`config.mk`:
```
export PLATFORM = sky130hd
export DESIGN_NAME = mem_arbiter
export DESIGN_NICKNAME = d
export VERILOG_FILES = /design/src/rtl/mem_arb_pkg.sv /design/src/rtl/rr_pick2.sv /design/src/rtl/mem_arbiter.sv
export SDC_FILE = /design/constraint.sdc
export NUM_CORES = 1
export LEC_CHECK = 0
export ABC_CLOCK_PERIOD_IN_PS = 5300
export CORE_AREA = 4 4 120 122
export DETAILED_ROUTE_END_ITERATION = 16
export DIE_AREA = 0 0 124 126
export GPL_TIMING_DRIVEN = 0
export PLACE_DENSITY = 0.78
export SYNTH_ARGS = -nofsm -noshare
export SYNTH_HDL_FRONTEND = slang
export SYNTH_SLANG_ARGS = --single-unit
```
`constraint.sdc`:
```
create_clock -name clk -period 5.3 [get_ports clk]
set_clock_uncertainty 0.05 [all_clocks]
set_input_delay 1.06 -clock clk [delete_from_list [all_inputs] [get_ports clk]]
set_output_delay 1.06 -clock clk [all_outputs]
set_load 0.005 [all_outputs]
```
`src/rtl/mem_arb_pkg.sv`:
```
// Shared types and constants for the two-master data-memory arbiter.
`timescale 1ns/1ps
package mem_arb_pkg;

  typedef enum logic [1:0] {
    IDLE,
    ACCESS,
    RESP
  } arb_state_e;

  // Master id: 0 = m0, 1 = m1.
  typedef logic mid_t;

  localparam logic [1:0] ALIGN_MASK = 2'b11;

endpackage

```
`src/rtl/rr_pick2.sv`:
```
// Two-way arbiter: on contention grants the master that was not served last.
// Tying last to master 1 turns it into fixed priority favouring m0.
`timescale 1ns/1ps
module rr_pick2
  import mem_arb_pkg::*;
(
  input  logic [1:0] req,
  input  mid_t       last,
  output logic [1:0] gnt
);

  always_comb begin
    gnt = 2'b00;
    if (req == 2'b11) begin
      gnt = (last == 1'b1) ? 2'b01 : 2'b10;
    end else begin
      gnt = req;
    end
  end

endmodule

```
`src/rtl/mem_arbiter.sv`:
```
// Two-master arbiter for a single-port data memory: gnt at N, access at N+1, rvalid at N+2.
// Define MEM_ARB_RR_EN for round-robin arbitration; default is fixed priority with m0 winning.
`timescale 1ns/1ps
module mem_arbiter
  import mem_arb_pkg::*;
#(
  parameter int unsigned AW = 32,
  parameter int unsigned DW = 32
) (
  input  logic          clk,
  input  logic          rst,
  input  logic          m0_req,
  input  logic          m1_req,
  input  logic          m0_we,
  input  logic          m1_we,
  input  logic [AW-1:0] m0_addr,
  input  logic [AW-1:0] m1_addr,
  input  logic [DW-1:0] m0_wdata,
  input  logic [DW-1:0] m1_wdata,
  output logic          m0_gnt,
  output logic          m1_gnt,
  output logic          m0_rvalid,
  output logic          m1_rvalid,
  output logic [DW-1:0] m0_rdata,
  output logic [DW-1:0] m1_rdata,
  output logic          m0_err,
  output logic          m1_err,
  output logic [AW-1:0] mem_A,
  output logic [DW-1:0] mem_WD,
  output logic          mem_WE,
  input  logic [DW-1:0] mem_RD
);

  arb_state_e    state_q, state_d;
  mid_t          id_q;
  logic          we_q;
  logic [AW-1:0] addr_q;
  logic [DW-1:0] wdata_q;
  logic [DW-1:0] rdata_q;
  logic          err_q;

  mid_t       last;
  logic [1:0] pick;
  logic       accept;
  logic       aligned;
  logic       resp;

  rr_pick2 u_pick (
    .req  ({m1_req, m0_req}),
    .last (last),
    .gnt  (pick)
  );

  // Requests are only taken outside ACCESS, so one access is in flight at most.
  assign accept  = !rst && (state_q != ACCESS) && (pick != 2'b00);
  assign m0_gnt  = accept && pick[0];
  assign m1_gnt  = accept && pick[1];
  assign aligned = (addr_q[1:0] & ALIGN_MASK) == 2'b00;

`ifdef MEM_ARB_RR_EN
  mid_t last_q;

  always_ff @(posedge clk or posedge rst) begin
    if (rst) begin
      last_q <= 1'b1;
    end else if (accept) begin
      last_q <= pick[1];
    end
  end

  assign last = last_q;
`else
  assign last = 1'b1;
`endif

  always_comb begin
    state_d = state_q;
    unique case (state_q)
      IDLE:    if (accept) state_d = ACCESS;
      ACCESS:  state_d = RESP;
      RESP:    state_d = accept ? ACCESS : IDLE;
      default: state_d = IDLE;
    endcase
  end

  always_ff @(posedge clk or posedge rst) begin
    if (rst) begin
      state_q <= IDLE;
      id_q    <= 1'b0;
      we_q    <= 1'b0;
      addr_q  <= '0;
      wdata_q <= '0;
      rdata_q <= '0;
      err_q   <= 1'b0;
    end else begin
      state_q <= state_d;
      if (accept) begin
        id_q    <= pick[1];
        we_q    <= pick[1] ? m1_we    : m0_we;
        addr_q  <= pick[1] ? m1_addr  : m0_addr;
        wdata_q <= pick[1] ? m1_wdata : m0_wdata;
      end
      if (state_q == ACCESS) begin
        rdata_q <= (!we_q && aligned) ? mem_RD : '0;
        err_q   <= !aligned;
      end
    end
  end

  // Address and write data simply follow the latched request, so they hold outside ACCESS.
  assign mem_A  = addr_q;
  assign mem_WD = wdata_q;
  assign mem_WE = (state_q == ACCESS) && we_q && aligned;

  assign resp      = (state_q == RESP);
  assign m0_rvalid = resp && (id_q == 1'b0);
  assign m1_rvalid = resp && (id_q == 1'b1);
  assign m0_rdata  = rdata_q;
  assign m1_rdata  = rdata_q;
  assign m0_err    = m0_rvalid && err_q;
  assign m1_err    = m1_rvalid && err_q;

endmodule

```
**Cell classes on the final placement**

(3 px per um) Fill, decap, tap and diode cells in gray.
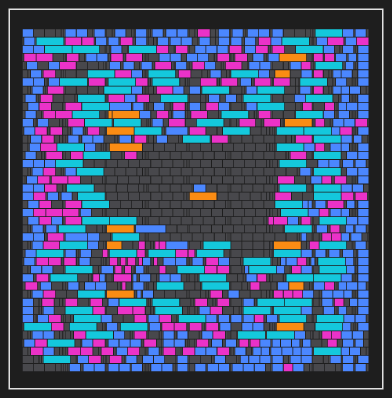
clock drivers and dummy loads: shown in orange, cells 14, share of their area 3.6%. remaining buffers and delay cells: shown in blue, cells 354, share of their area 42%. remaining logic cells: shown in magenta, cells 182, share of their area 24%. registers: shown in cyan, cells 101, share of their area 30%.

**The clock network**

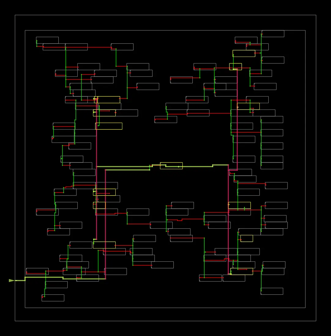
number of buffers created by CTS: 9
worst skew pair latency: 0.33 ns
CTS sink cnt: 101
Flops: 101
clock buffers: 13

**Routed clock nets over the placement**

(4 px per um)
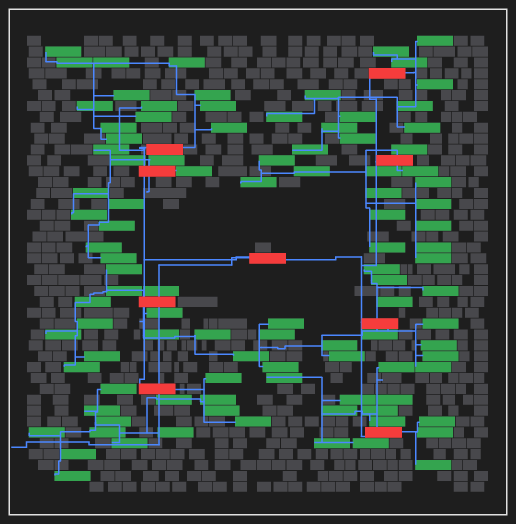
clock wires: shown in blue, length 1200 um. flip-flops: shown in green, count 101. clock-net drivers: shown in red, count 9.
There are 10 routed clock nets. Position of the flops: all over the die.

**Ports around the boundary**

(2 px per um) Pins as bars across the die edge, other pins in gray.
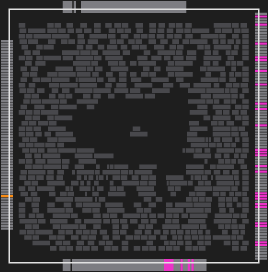
mem_RD: shown in magenta, pins 32, direction input, edge 24 right, 8 bottom. m0_req: shown in orange, pins 1, direction input, edge left.

==> impl_metrics.csv <==
group,metric,value,unit
power_and_ir_drop,powerDensity,293.9,nW/um^2
hold_path,hold_path_class,"register to register",
clock_tree,cts.repair.resized,0,
timing,tns,0,ns
power_and_ir_drop,cellLeakagePower,3.658,nW
worst_setup_path,crit_path_start_kind,"input port",
hold_path,min_to,"mem_A[14]$_DFFE_PP0P_",
global_route,gr-total-overflow,0,
layout,layout.nets,814,
worst_setup_path,reg2reg_depth,7,
timing,relSlewSlack,51.77,%
floorplan,die_w,124,um
floorplan,die_y,126,um
power_and_ir_drop,ir_drop,0.1415,mV
route,ant_nets,0,
worst_setup_path,critical-path-top-delay-family,"buffers and inverters",
timing,min_period,4.136,ns
route,drt_iter0_markers,117,
clock_tree,h-tree-depth,3,
outcome,outcome,"finished clean",
worst_setup_path,cp_max_fo,57,
worst_setup_path,cp_cell_sequence,"clkdlybuf4s50_1 > inv_4 > and3_1 > clkdlybuf4s50_1",
clock_tree,clk_pin_slew_worst_paths,0.06,ns
yosys,post-synth-top-count-cell,"dfrtp_1",
worst_setup_path,crit_required,4.19,ns
yosys,ys_cells,336,
yosys,yosys_register_bits,101,
timing,tightest_slew,0.7235,ns
global_route,grt_max_degree,58,
global_route,track_usage,18.94,%
route,drc,0,
timing,max_freq,241.8,MHz
timing,rsz0062_at_grt,"false",
yosys,syn_area,4996,sq um
hold_path,hold_depth,1,
[layer usage]
metal	vias up	global-route usage, %	wire [um]
met3	24	5.919	1448
met4	0	7.216	347
li1	1798	-	-
met2	188	34.68	7785
met5	-	0	0
met1	1880	19.97	5379
[state kept, by name, summed over array words and instances, names as in the netlist]
register / flops
id_q: 1
mem_WD: 32
mem_A: 32
m0_rdata: 32
err_q: 1
we_q: 1
state_q: 2
[where the power goes]
part / leakage, nW / internal, mW / switching [mW]
Combinational: 2.26 / 0.611 / 0.238
Sequential: 1.25 / 0.910 / 0.0928
Clock: 0.148 / 0.400 / 0.262
Total: 3.66 / 1.92 / 0.593
[placed cells by master (no fill, tap or decap)]
| cell type | instances |
|---|---|
| a22o_1 | 32 |
| and2_1 | 3 |
| and3_1 | 1 |
| buf_1 | 3 |
| buf_12 | 4 |
| buf_16 | 1 |
| buf_2 | 4 |
| buf_4 | 34 |
| buf_6 | 6 |
| bufinv_16 | 1 |
| clkbuf_1 | 3 |
| clkbuf_16 | 9 |
| clkbuf_8 | 3 |
| clkdlybuf4s50_1 | 300 |
| dfrtp_1 | 101 |
| inv_1 | 1 |
| inv_4 | 2 |
| mux2_1 | 11 |
| mux2_2 | 80 |
| mux2_4 | 39 |
| nand2b_1 | 1 |
| nand2b_4 | 1 |
| nor2_1 | 3 |
| nor3_1 | 3 |
| nor3_4 | 1 |
| nor3b_1 | 2 |
| nor4_2 | 1 |
| o21bai_1 | 1 |
[how the worst max path moves through the flow]
stage,end,depth (start not counted),start
floorplan,m0_gnt,2,rst
CTS,m0_gnt,4,rst
global route,m0_gnt,4,rst
global placement,m0_gnt,4,rst
detailed placement,m0_gnt,4,rst
finish,m0_gnt,4,rst
[metrics by stage]
stage / worst slack (ns) / area (sq um) / power (mW) / hold WS (ns) / util, %
2_1_floorplan: 0.5986 / 4996 / 1.329 / 0.4055 / -
3_3_place_gp: -1.304 / 8219 / 1.852 / 0.4204 / 62.31
3_5_place_dp: 1.116 / 8249 / 1.873 / 0.4237 / 62.54
4_1_cts: 1.112 / 8549 / 2.549 / 0.4378 / 64.82
5_1_grt: 0.9748 / 8549 / 2.642 / 0.4602 / 64.82
6_report: 1.164 / 8549 / 2.513 / 0.4361 / 64.82
[final cells by class]
class	instances	share of cell area, %
Clock buffer	13	3.161
Clock inverter	1	0.3512
Inverter	3	0.1903
Tap cell	176	2.576
Timing Repair Buffer	301	35.45
Multi-Input combinational cell	179	23.55
Sequential cell	101	29.56
Buffer	53	5.166
[cell families after synthesis]
group                  Yosys count  synth area share [%]
AND/OR/NAND/NOR                 16                 2.304
buffers and inverters           56                 9.116
multiplexers                   130                 32.23
flip-flops                     101                 50.59
AND-OR/OR-AND                   33                 5.760
No activity file was given, so power comes from the tool's default toggle rates.
